### src/rtl/reg_pair_writer.sv
// -----------------------------------------------------------------------------
// reg_pair_writer
//   Collects operand nibbles that arrive one at a time on entrada.
//   Each pair of LOAD commands forms one pair {operand1, operand2}.
//   Completed pairs go into a small FIFO of DEPTH entries. A consumer
//   drains that FIFO with pop.
//
// Ports
//   clock     : single clock, rising-edge active
//   reset     : synchronous, active-high; clears everything including overflow
//   tx[3:0]   : command (CLEAR / LOAD / HOLD; unknown codes behave as HOLD)
//   entrada   : operand nibble captured on LOAD
//   pop       : consumer removes the head pair (ignored when empty)
//   out1/out2 : head pair operands, 4'd0 when the buffer is empty
//   valid     : buffer non-empty
//   contador  : phase, 0 = expecting operand 1, 1 = expecting operand 2
//   full      : buffer holds DEPTH pairs
//   overflow  : sticky, a completed pair was dropped because the buffer was full
// -----------------------------------------------------------------------------
module reg_pair_writer #(
    parameter logic [3:0] CLEAR = 4'd0,
    parameter logic [3:0] LOAD  = 4'd1,
    parameter logic [3:0] HOLD  = 4'd2,
    parameter int         DEPTH = 4
) (
    input  logic       clock,
    input  logic       reset,
    input  logic [3:0] tx,
    input  logic [3:0] entrada,
    input  logic       pop,
    output logic [3:0] out1,
    output logic [3:0] out2,
    output logic       valid,
    output logic       contador,
    output logic       full,
    output logic       overflow
);

    localparam int PW = (DEPTH > 1) ? $clog2(DEPTH) : 1;
    localparam int CW = PW + 1;
    localparam logic [CW-1:0] DEPTH_C = CW'(DEPTH);

    typedef enum logic {
        ST_FIRST  = 1'b0,
        ST_SECOND = 1'b1
    } state_t;

    state_t          state_r;
    state_t          state_next_s;
    logic [3:0]      hold_r;
    logic [3:0]      hold_next_s;
    logic [7:0]      mem_r [DEPTH];
    logic [PW-1:0]   rd_ptr_r;
    logic [PW-1:0]   wr_ptr_r;
    logic [CW-1:0]   count_r;
    logic [PW-1:0]   rd_next_s;
    logic [PW-1:0]   wr_next_s;
    logic [CW-1:0]   count_next_s;
    logic [7:0]      head_r;
    logic [7:0]      head_next_s;
    logic            valid_r;
    logic            full_r;
    logic            overflow_r;
    logic            cmd_clear_s;
    logic            cmd_load_s;
    logic            pop_eff_s;
    logic            push_try_s;
    logic            push_s;
    logic            ovf_set_s;
    logic            full_now_s;
    logic [7:0]      pair_s;

    // Command decode: anything that is not CLEAR or LOAD leaves state alone.
    always_comb begin
        cmd_clear_s = 1'b0;
        cmd_load_s  = 1'b0;
        case (tx)
            CLEAR:   cmd_clear_s = 1'b1;
            LOAD:    cmd_load_s  = 1'b1;
            HOLD:    cmd_load_s  = 1'b0;
            default: cmd_load_s  = 1'b0;
        endcase
    end

    // Phase FSM state register.
    always_ff @(posedge clock) begin
        if (reset) begin
            state_r <= ST_FIRST;
        end else begin
            state_r <= state_next_s;
        end
    end

    // Phase FSM next-state logic: each LOAD toggles the phase, CLEAR restarts it.
    always_comb begin
        state_next_s = state_r;
        if (cmd_clear_s) begin
            state_next_s = ST_FIRST;
        end else if (cmd_load_s) begin
            case (state_r)
                ST_FIRST:  state_next_s = ST_SECOND;
                ST_SECOND: state_next_s = ST_FIRST;
                default:   state_next_s = ST_FIRST;
            endcase
        end else begin
            state_next_s = state_r;
        end
    end

    // Phase FSM outputs.
    always_comb begin
        contador = (state_r == ST_SECOND) ? 1'b1 : 1'b0;
        out1     = head_r[7:4];
        out2     = head_r[3:0];
        valid    = valid_r;
        full     = full_r;
        overflow = overflow_r;
    end

    // Datapath next-state logic: FIFO bookkeeping and the look-ahead head value.
    always_comb begin
        full_now_s  = (count_r == DEPTH_C);
        pair_s      = {hold_r, entrada};
        // pop counts only when something is buffered and CLEAR does not override it.
        pop_eff_s   = pop && (count_r != {CW{1'b0}}) && !cmd_clear_s;
        push_try_s  = cmd_load_s && (state_r == ST_SECOND);
        // A full buffer still accepts a pair when the head leaves in the same cycle.
        push_s      = push_try_s && (!full_now_s || pop_eff_s);
        ovf_set_s   = push_try_s && full_now_s && !pop_eff_s;

        if (cmd_clear_s) begin
            hold_next_s = 4'd0;
        end else if (cmd_load_s && (state_r == ST_FIRST)) begin
            hold_next_s = entrada;
        end else begin
            hold_next_s = hold_r;
        end

        if (cmd_clear_s) begin
            rd_next_s    = {PW{1'b0}};
            wr_next_s    = {PW{1'b0}};
            count_next_s = {CW{1'b0}};
        end else begin
            rd_next_s = pop_eff_s ? (rd_ptr_r + 1'b1) : rd_ptr_r;
            wr_next_s = push_s    ? (wr_ptr_r + 1'b1) : wr_ptr_r;
            case ({push_s, pop_eff_s})
                2'b10:   count_next_s = count_r + 1'b1;
                2'b01:   count_next_s = count_r - 1'b1;
                default: count_next_s = count_r;
            endcase
        end

        // The head for the next cycle bypasses the memory when the slot being
        // written this cycle becomes the head (push into an empty or emptying buffer).
        if (count_next_s == {CW{1'b0}}) begin
            head_next_s = 8'd0;
        end else if (push_s && (wr_ptr_r == rd_next_s)) begin
            head_next_s = pair_s;
        end else begin
            head_next_s = mem_r[rd_next_s];
        end
    end

    // Datapath registers: hold nibble, pair storage, pointers and registered outputs.
    always_ff @(posedge clock) begin
        if (reset) begin
            hold_r     <= 4'd0;
            rd_ptr_r   <= {PW{1'b0}};
            wr_ptr_r   <= {PW{1'b0}};
            count_r    <= {CW{1'b0}};
            head_r     <= 8'd0;
            valid_r    <= 1'b0;
            full_r     <= 1'b0;
            overflow_r <= 1'b0;
            for (int i = 0; i < DEPTH; i++) begin
                mem_r[i] <= 8'd0;
            end
        end else begin
            hold_r     <= hold_next_s;
            rd_ptr_r   <= rd_next_s;
            wr_ptr_r   <= wr_next_s;
            count_r    <= count_next_s;
            head_r     <= head_next_s;
            valid_r    <= (count_next_s != {CW{1'b0}});
            full_r     <= (count_next_s == DEPTH_C);
            overflow_r <= overflow_r | ovf_set_s;
            if (push_s) begin
                mem_r[wr_ptr_r] <= pair_s;
            end else begin
                mem_r[wr_ptr_r] <= mem_r[wr_ptr_r];
            end
        end
    end

endmodule

### config.mk
export PLATFORM = sky130hd
export DESIGN_NAME = reg_pair_writer
export DESIGN_NICKNAME = d
export VERILOG_FILES = /design/src/rtl/reg_pair_writer.sv
export SDC_FILE = /design/constraint.sdc
export NUM_CORES = 1
export LEC_CHECK = 0
export ABC_AREA = 1
export CORE_MARGIN = 4
export CORE_UTILIZATION = 51
export CTS_BUF_LIST = sky130_fd_sc_hd__clkbuf_16
export CTS_CLUSTER_DIAMETER = 40
export DETAILED_ROUTE_END_ITERATION = 12
export DONT_BUFFER_PORTS = 1
export GPL_TIMING_DRIVEN = 1
export PLACE_DENSITY = 0.75
export SLEW_MARGIN = 30
export SYNTH_ARGS = -nofsm -noshare
export SYNTH_HDL_FRONTEND = slang
export SYNTH_SLANG_ARGS = --single-unit
### constraint.sdc
create_clock -name clock -period 4.15 [get_ports clock]
set_input_delay 0.415 -clock clock [delete_from_list [all_inputs] [get_ports clock]]
set_output_delay 0.415 -clock clock [all_outputs]
set_load 0.03 [all_outputs]
**Run 1: cell area per tile**

8 x 8 tiles, from black (low) to pale yellow (high), 0 to 100% covered.
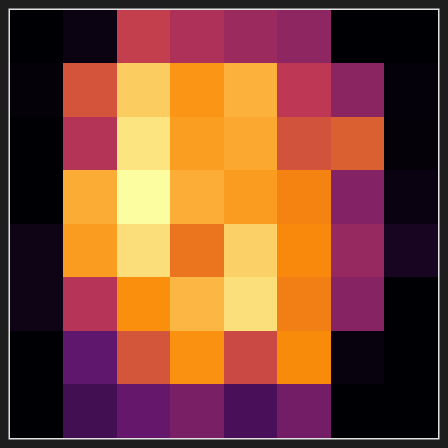
densest ninth of the die: middle
emptiest ninth of the die: bottom right
tiles over 75% full: 27%
fullest tile: 99%
mean over tiles: 43%
nearly empty tiles: 22%

**Run 1: cell sizes after repair**

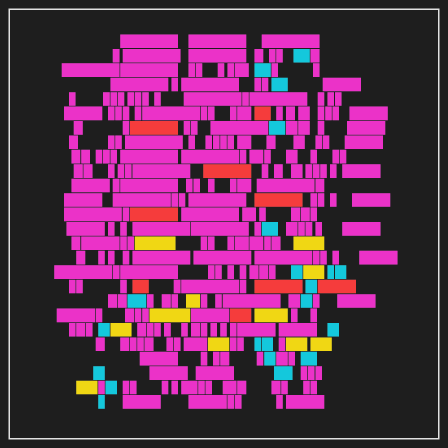
| colour | size | cells |
|---|---|---|
| red | x6 and larger | 9 |
| yellow | x3 and x4 | 11 |
| cyan | x2 | 21 |
| magenta | x1 and smaller | 261 |

==> impl_metrics.ini, run 1 <==
; synthesis and place-and-route metrics
[final_timing]
timing.final.crit_share_pct = 67.4
fin_crit_ns = 2.80
tightestPinTransition_ns = 0.903
setup_tns_ns = 0
relSlewSlack_pct = 39.6

[die]
die_width_um = 80.7
fp-row-count = 26

[logic_synthesis]
yosysUniqueCellTypes = 30
synth_area_mm2 = 0.00270
ys_cells = 299
ys_sh_xor_pct = 0.325
synth.comb.largest_family = simple AND/OR/NAND/NOR gates

[status]
status = finished, final reports clean

[grt]
overflow = 0
busiest_layer = met2
grt_pass1_vias = 1757
met1_usage_pct = 22.2
grt_first_pass_wirelength_um = 8290
gr-usage-all-layers_pct = 16.5
grt_use_met2_pct = 27.6

[placement]
place_congestion = 0.821
placed_cell_area_mm2 = 0.00273

[final_layout]
area_delta_synth_final_pct = 6.87
design_area_mm2 = 0.00288
stdcell_count = 372
drive_gt1_share_pct = 13.6

[power_and_ir_drop]
p_switching_uw = 371
pwr-share-clk_pct = 34.6
p_leak_nw = 1.19

[clock_network]
cts_max_path_buffers = 2
htree_num_levels = 2
cts_tree = built

[critical_path]
crit_slowest_cell = dfxtp_1
critical_path.startpoint = state_r
worstPathRequired_ns = 4.38
slowest_delay_ns = 0.53

[route]
first_iter_violations = 185
via_per_inst = 4.96

[worst_hold_path]
worstHoldStart = reset
**Run 1: cell classes on the final placement**

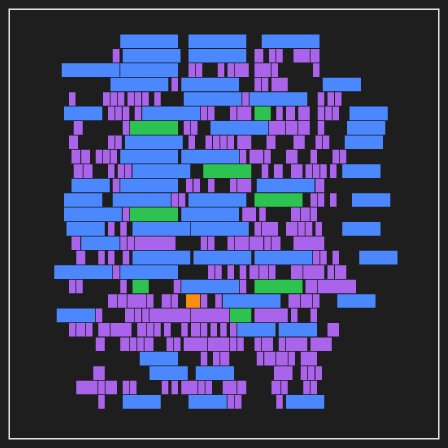
| colour | class | cells | share of their area |
|---|---|---|---|
| blue | registers | 55 | 51% |
| green | clock drivers and dummy loads | 8 | 5.5% |
| purple | remaining logic cells | 238 | 43% |
| orange | remaining buffers and delay cells | 1 | 0.27% |

-- run 1: worst reg2reg max path, delay by kind of cell (launching register included) --
kind | cells | cell delay (ns)
buf+inv | 1 | 0.16
simple gates | 11 | 1.41
fa+ha+maj | 2 | 0.65
flops | 1 | 0.53
-- run 1: cells in the final DEF, fill, tap and decap left out --
| master | instances |
|---|---|
| a21oi_1 | 12 |
| nor2_4 | 3 |
| nand2_2 | 6 |
| fa_1 | 1 |
| inv_1 | 44 |
| o21ai_1 | 6 |
| nand4_4 | 2 |
| nand4_1 | 9 |
| o21ai_0 | 9 |
| nor3_1 | 2 |
| nor2_8 | 1 |
| nand2_4 | 3 |
| inv_6 | 2 |
| a21oi_2 | 6 |
| nor2_1 | 54 |
| clkinv_1 | 2 |
| edfxtp_1 | 32 |
| nand2_1 | 53 |
| xnor2_1 | 1 |
| o211ai_1 | 9 |
| nand3_2 | 2 |
| ha_1 | 1 |
| buf_4 | 1 |
| clkbuf_16 | 5 |
| a21oi_4 | 1 |
| inv_8 | 1 |
| dfxtp_1 | 23 |
| inv_2 | 3 |
| nand3_1 | 3 |
| nand3_4 | 1 |
| nor2_2 | 4 |
-- run 1: registers in the layout, summed over array words and instances (netlist names) --
signal    cells
count_r       3
full          1
head_r        8
hold_r        4
mem_r        32
overflow      1
rd_ptr_r      2
state_r       1
valid         1
wr_ptr_r      2
-- run 1: metal layers --
layer	part of all wire [%]	vias to the layer above	wire length, um
met2	47	50	2330
li1	-	967	-
met4	0.93	0	46
met3	6.3	4	310
met5	0	-	0
met1	46	823	2250
-- run 1: final timing paths --
check	to	cells after the start	slack, ns
worst max-delay path	head_r[7]	14	1.35
worst min-delay path	rd_ptr_r[1]	1	0.18
worst max register to register	head_r[7]	14	1.35
worst min register to register	hold_r[2]	2	0.50
-- run 1: cell usage after synthesis --
master	instances	area, um^2
a21oi_1	12	60.1
a21oi_2	6	52.6
a21oi_4	1	16.3
buf_4	2	15.0
buf_6	3	33.8
buf_8	1	15.0
clkinv_1	2	7.51
dfxtp_1	23	460
edfxtp_1	32	961
fa_1	1	20.0
ha_1	1	12.5
inv_1	44	165
inv_2	3	11.3
nand2_1	53	199
nand2_2	6	37.5
nand2_4	3	33.8
nand3_1	3	15.0
nand3_2	2	20.0
nand3_4	1	17.5
nand4_1	9	56.3
nand4_4	2	42.5
nor2_1	54	203
nor2_2	4	25.0
nor2_4	3	33.8
nor2_8	1	20.0
nor3_1	2	10.0
o211ai_1	9	67.6
o21ai_0	10	50.1
o21ai_1	5	25.0
xnor2_1	1	8.76
-- run 1: final cells by class --
type	instances	area (um^2)
Sequential cell	55	1420
Clock inverter	3	28.8
Clock buffer	5	125
Tap cell	70	87.6
Fill cell	459	2230
Multi-Input combinational cell	189	1030
Inverter	49	184
Timing Repair Buffer	1	7.51
-- run 1: power by group through the flow --
stage	Clock [mW]	Sequential, mW	Combinational [mW]
finish	0.439	0.640	0.189
global route	0.462	0.644	0.214
CTS	0.443	0.641	0.190
detailed placement	0	0.654	0.189
global placement	0	0.653	0.184
floorplan	0	0.650	0.178
-- run 1: kinds of logic after synthesis --
group	count (synthesis)
fa+ha+maj	2
flops	55
buf+inv	55
compound gates	43
simple gates	143
xor+xnor	1
**Run 1: routing congestion**

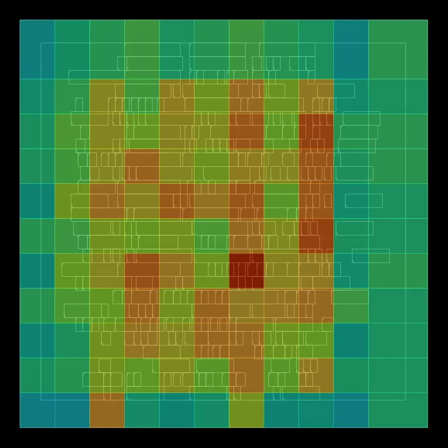

## Run 2: what changed since run 1
PLACE_DENSITY = 0.78   (was 0.75)
clock period = 2.3 ns   (was 4.15 ns; I/O delays follow)
**Run 2: routing congestion**

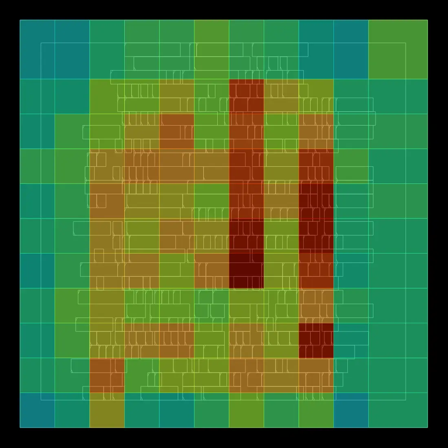
met3 Use GR: 4.37%
Wirelength per Cell: 13.5 um

**Run 2: register map, names as in the netlist**

Other sequential cells in the stronger grey, the rest of the logic in the fainter grey.
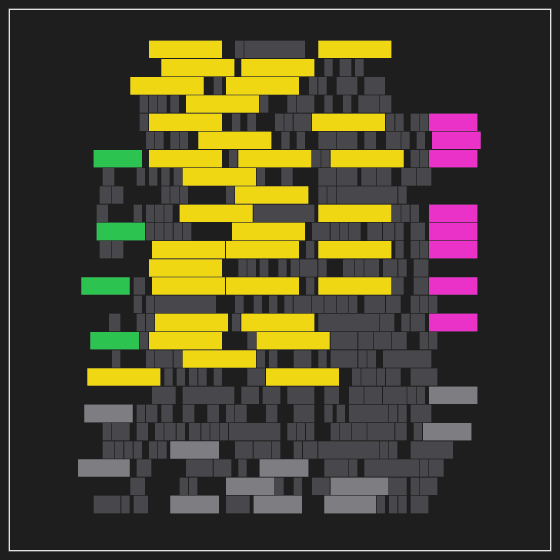
| colour | netlist name | flops |
|---|---|---|
| magenta | head_r | 8 |
| green | hold_r | 4 |
| yellow | mem_r | 32 |

==> impl_metrics.ini, run 2 <==
; synthesis and place-and-route metrics
[route]
routed-via-count = 1964
via_per_inst = 5.11
wl_um = 5180
first_iter_violations = 213

[critical_path]
critical_path.startpoint = count_r[0]
slowest_delay_ns = 0.39
critPathKind = reg2reg
cp_data_arrival_time_ns = 2.35
crit_slowest_cell = fa_2
worstPathRequired_ns = 2.49

[grt]
gr-usage-all-layers_pct = 17.2
grt_first_pass_wirelength_um = 8540
overflow = 0
grt_pass1_vias = 1842

[logic_synthesis]
yosysUniqueCellTypes = 30
top_cells_by_area = edfxtp_1 36%, dfxtp_1 17%, nor2_1 7.5%
most_common_cell = nor2_1
synthFlopType = edfxtp_1
edf_count = 32
postSynth.asyncResetShare_pct = 0
yosysWarnings = 0
ys_cells = 299
top_area_cell = edfxtp_1
top_area_share_pct = 35.7
synth_area_mm2 = 0.00270
common_cells = 54 x nor2_1, 53 x nand2_1, 44 x inv_1

[final_layout]
area_delta_synth_final_pct = 11.9
reg_top3 = mem_r: 32 flops, head_r: 8 flops, hold_r: 4 flops
nFillCells = 450
design_area_mm2 = 0.00302
top_register = mem_r
drive_gt1_share_pct = 21.0
largest_register_ffs = 32
layout_top_cell = nor2_1
lay_top_cells = 52 x nor2_1, 48 x nand2_1, 43 x inv_1
stdcell_count = 384

[placement]
placed_cell_area_mm2 = 0.00278
place_congestion = 0.853

[status]
status = finished, final reports clean

[clock_network]
cts_tree = built
htree_num_levels = 2
cts_max_path_buffers = 2
cts.sinks = 55

[power_and_ir_drop]
p_leak_nw = 1.23

[final_timing]
relSlewSlack_pct = 74.5
timing.final.crit_share_pct = 94.1
tightestPinTransition_ns = 0.381
setup_tns_ns = 0

[die]
fp-row-count = 26

[worst_hold_path]
worstHoldStart = entrada[2]
**Run 2: cell classes on the final placement**

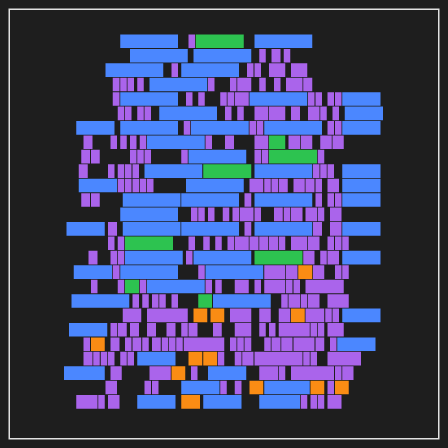
| colour | class | cells | share of their area |
|---|---|---|---|
| purple | remaining logic cells | 239 | 43% |
| blue | registers | 55 | 49% |
| orange | remaining buffers and delay cells | 12 | 3.2% |
| green | clock drivers and dummy loads | 8 | 5.1% |

==> run 2: cell types whose count changed in the layout (fill, tap and decap cells not counted), sizes merged <==
cell         delta
buf            +10
clkinvlp        +2
dlygate4sd3     +1
inv             -2
nand2           +1
==> run 2: final timing paths <==
| path | endpoint | slack (ns) | cells past startpoint |
|---|---|---|---|
| setup / recovery | head_r[4] | 0.14 | 14 |
| hold / removal | hold_r[2] | 0.13 | 2 |
| setup reg to reg | head_r[4] | 0.14 | 14 |
| hold reg to reg | hold_r[0] | 0.50 | 2 |
==> run 2: repair_timing <==
item / CTS / global route
resized: 0 / 15
buffers inserted: 0 / 4
hold buffers: 1 / 0
hold endpoints to repair: 5 / 0
endpoints found under the setup margin: 0 / 10
==> run 2: cell type report <==
type / instances / area, um^2 / area share [%]
Multi-Input combinational cell: 190 / 1070 / 35.6
Timing Repair Buffer: 12 / 92.6 / 3.07
Tap cell: 70 / 87.6 / 2.90
Clock buffer: 5 / 125 / 4.15
Sequential cell: 55 / 1430 / 47.3
Clock inverter: 3 / 23.8 / 0.788
Inverter: 49 / 184 / 6.10
==> run 2: routing by layer <==
metal | up-vias | GRT usage (%) | part of all wire, %
met5 | - | 0 | 0
met4 | 0 | 5.57 | 1.8
met2 | 54 | 28.1 | 49
met1 | 899 | 22.2 | 43
met3 | 11 | 4.37 | 6.3
li1 | 1000 | - | -
==> run 2: logic make-up (layout without fill, tap and decap cells) <==
kind of cell,count (synthesis),after routing,synth area share (%)
adders and majority gates,2,2,1.21
buffers and inverters,55,69,9.19
DFF,55,55,52.7
AOI/OAI and AO/OA,43,43,10.1
xor gates and xnor gates,1,1,0.325
and+or+nand+nor,143,144,26.5
==> run 2: stage by stage <==
stage / power, mW / setup slack (ns)
finish: 2.30 / 0.136
global route: 2.41 / -0.0213
CTS: 2.27 / 0.000154
detailed placement: 1.53 / 0.0201
global placement: 1.52 / 0.135
floorplan: 1.50 / 0.0481
==> run 2: worst max-delay path, delay by kind of cell, from the launching register on <==
family | cells | cell delay, ns
flip-flops | 1 | 0.37
adder cells (fa/ha/maj) | 2 | 0.55
AND-OR/OR-AND | 1 | 0.17
AND/OR/NAND/NOR | 10 | 0.92
buffers and inverters | 1 | 0.06
==> run 2: where the power goes <==
part,switching [mW],internal [mW]
Combinational,0.255,0.142
Clock,0.342,0.407
Sequential,0.0664,1.09
Total,0.663,1.64
## Run 3: what changed since run 2
CORE_MARGIN = unset   (was 4)
PLACE_DENSITY = 0.75   (was 0.78)
clock period = 2.2 ns   (was 2.3 ns; I/O delays follow)
**Run 3: routing congestion**

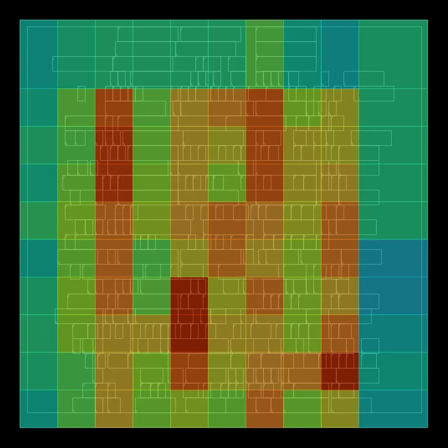
met3 Use GR: 4.42%
GR Util met2: 30.9%
gr busiest metal: met2

**Run 3: cell sizes after repair**

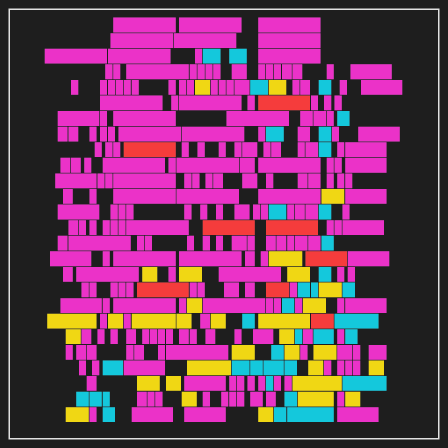
| colour | size | cells |
|---|---|---|
| magenta | x1 and smaller | 242 |
| red | x6 and larger | 8 |
| cyan | x2 | 36 |
| yellow | x3 and x4 | 32 |

==> impl_metrics.ini, run 3 <==
; synthesis and place-and-route metrics
[logic_synthesis]
top_area_share_pct = 35.7
synthFlopType = edfxtp_1
syn-instance-count = 299
postSynth.asyncResetShare_pct = 0
most_common_cell = nor2_1
yosysWarnings = 0
common_cells = 54 x nor2_1, 53 x nand2_1, 44 x inv_1
top_cells_by_area = edfxtp_1 36%, dfxtp_1 17%, nor2_1 7.5%
edf_count = 32
synth_area_mm2 = 0.00270
top_area_cell = edfxtp_1
ys_cells = 299
yosysUniqueCellTypes = 30

[final_timing]
fin_crit_ns = 2.13
timing.final.crit_share_pct = 96.8
relSlewSlack_pct = 72.3
tightestPinTransition_ns = 0.416
finalClockSkew_ns = 0.00577
setup_viol = 0

[clock_network]
clock_latency_ns = 0.29
cts_max_path_buffers = 2
cts.sinks = 55
cts_tree = built
htree_num_levels = 2

[critical_path]
critPathKind = reg2reg
crit_path_end_kind = flop
r2r_end = head_r[4]
cp-endpoint = head_r[4]
critical_path.startpoint = count_r[1]
cp_data_arrival_time_ns = 2.32
worstPathRequired_ns = 2.39
rr_worst_depth = 12
r2r_setup_slack_ns = 0.07

[final_layout]
layout_top_cell = nor2_1
lay_top_cells = 53 x nor2_1, 43 x inv_1, 42 x nand2_1
stdcell_count = 388
reg_top3 = mem_r: 32 flops, head_r: 8 flops, hold_r: 4 flops
top_register = mem_r
largest_register_ffs = 32
area_delta_synth_final_pct = 14.3
drive_gt1_share_pct = 23.9
flop_area_mm2 = 0.00143
nFillCells = 432
final-comb-area_mm2 = 0.00110
post-route-util_pct = 60.3

[route]
drtPass1Iterations = 4
wl_um = 5130
ant_nets = 0
first_iter_violations = 92
routed-via-count = 1955
via_per_inst = 5.04
drt-wirelength-per-cell_um = 13.2

[status]
status = finished, final reports clean

[die]
core_mm2 = 0.00511
fp-row-count = 26
fp-utilization_pct = 52.8
die_h_um = 74.7

[grt]
grt_max_degree = 29
gr-usage-all-layers_pct = 19.8
met1_usage_pct = 27.2
grt_first_pass_wirelength_um = 8180
overflow = 0
grt_pass1_vias = 1759

[power_and_ir_drop]
ir_drop_mv = 0.405
p_leak_nw = 1.27

[job]
cap_violations = 0

[placement]
place_congestion = 0.881

[worst_hold_path]
worstHoldStart = entrada[2]
**Run 3: register map, names as in the netlist**

Other sequential cells in the stronger grey, the rest of the logic in the fainter grey.
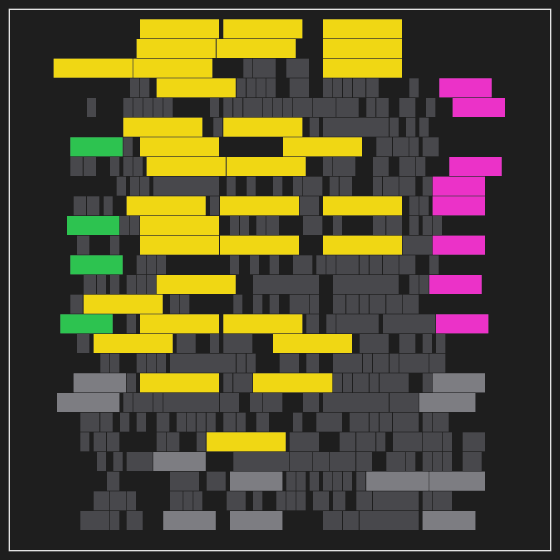
| colour | netlist name | flops |
|---|---|---|
| magenta | head_r | 8 |
| green | hold_r | 4 |
| yellow | mem_r | 32 |

==> run 3: final cells by class <==
type	instances	area share, %
flip-flops and latches	55	46.5
multi-input cells	190	35.6
inverters	49	5.97
repair buffers	16	4.10
clock buffers	5	4.06
well taps	70	2.84
clock inverters	3	0.894
==> run 3: kinds of logic after synthesis <==
group / Yosys count / synth area share (%)
AOI/OAI and AO/OA: 43 / 10.1
and+or+nand+nor: 143 / 26.5
xor gates and xnor gates: 1 / 0.325
DFF: 55 / 52.7
buffers and inverters: 55 / 9.19
adders and majority gates: 2 / 1.21
==> run 3: how the worst min path moves through the flow <==
stage / end / cells after the start
after floorplan: hold_r[0] / 2
after global placement: overflow / 1
after detailed placement: overflow / 1
after CTS: hold_r[2] / 2
after global routing: hold_r[3] / 2
final: hold_r[2] / 2
==> run 3: timing repair <==
item	in CTS	in global routing
endpoints found under the setup margin	8	11
cloned	1	0
setup buffers	0	3
resized	5	19
hold buffers	1	0
hold endpoints to repair	5	0
pin swaps	3	16
==> run 3: power by group <==
group / internal [mW] / total (mW) / switching [mW]
Combinational: 0.160 / 0.434 / 0.274
Sequential: 1.14 / 1.20 / 0.0659
Clock: 0.432 / 0.805 / 0.373
Total: 1.73 / 2.44 / 0.713
==> run 3: through the flow <==
| stage | TNS, ns | hold WS, ns | cell area [um^2] | total power [mW] | setup WS [ns] |
|---|---|---|---|---|---|
| floorplan | 0 | 0.413 | 2700 | 1.56 | 0.0221 |
| global placement | 0 | 0.294 | 2820 | 1.60 | 0.0495 |
| detailed placement | -0.467 | 0.296 | 2820 | 1.61 | -0.0649 |
| CTS | 0 | 0.124 | 3000 | 2.41 | 0.00446 |
| global route | -0.255 | 0.122 | 3080 | 2.55 | -0.0494 |
| finish | 0 | 0.122 | 3080 | 2.44 | 0.0705 |
==> run 3: metal layers <==
metal,up-vias,routed length (um)
li1,1006,-
met4,0,97
met1,899,2390
met5,-,0
met3,9,249
met2,41,2390
==> run 3: critical path, stage by stage (launching register included) <==
cell      delay [ns]
dfxtp_4         0.35
nor2_4          0.13
buf_6           0.11
nand3_4         0.08
nand2_4         0.10
ha_4            0.14
fa_2            0.42
o211ai_1        0.23
nand2_1         0.13
nand2_2         0.13
nand2_4         0.10
nand2_2         0.08
nor2_1          0.03
Power figures rest on the tool's default switching activity, not on a simulated workload.
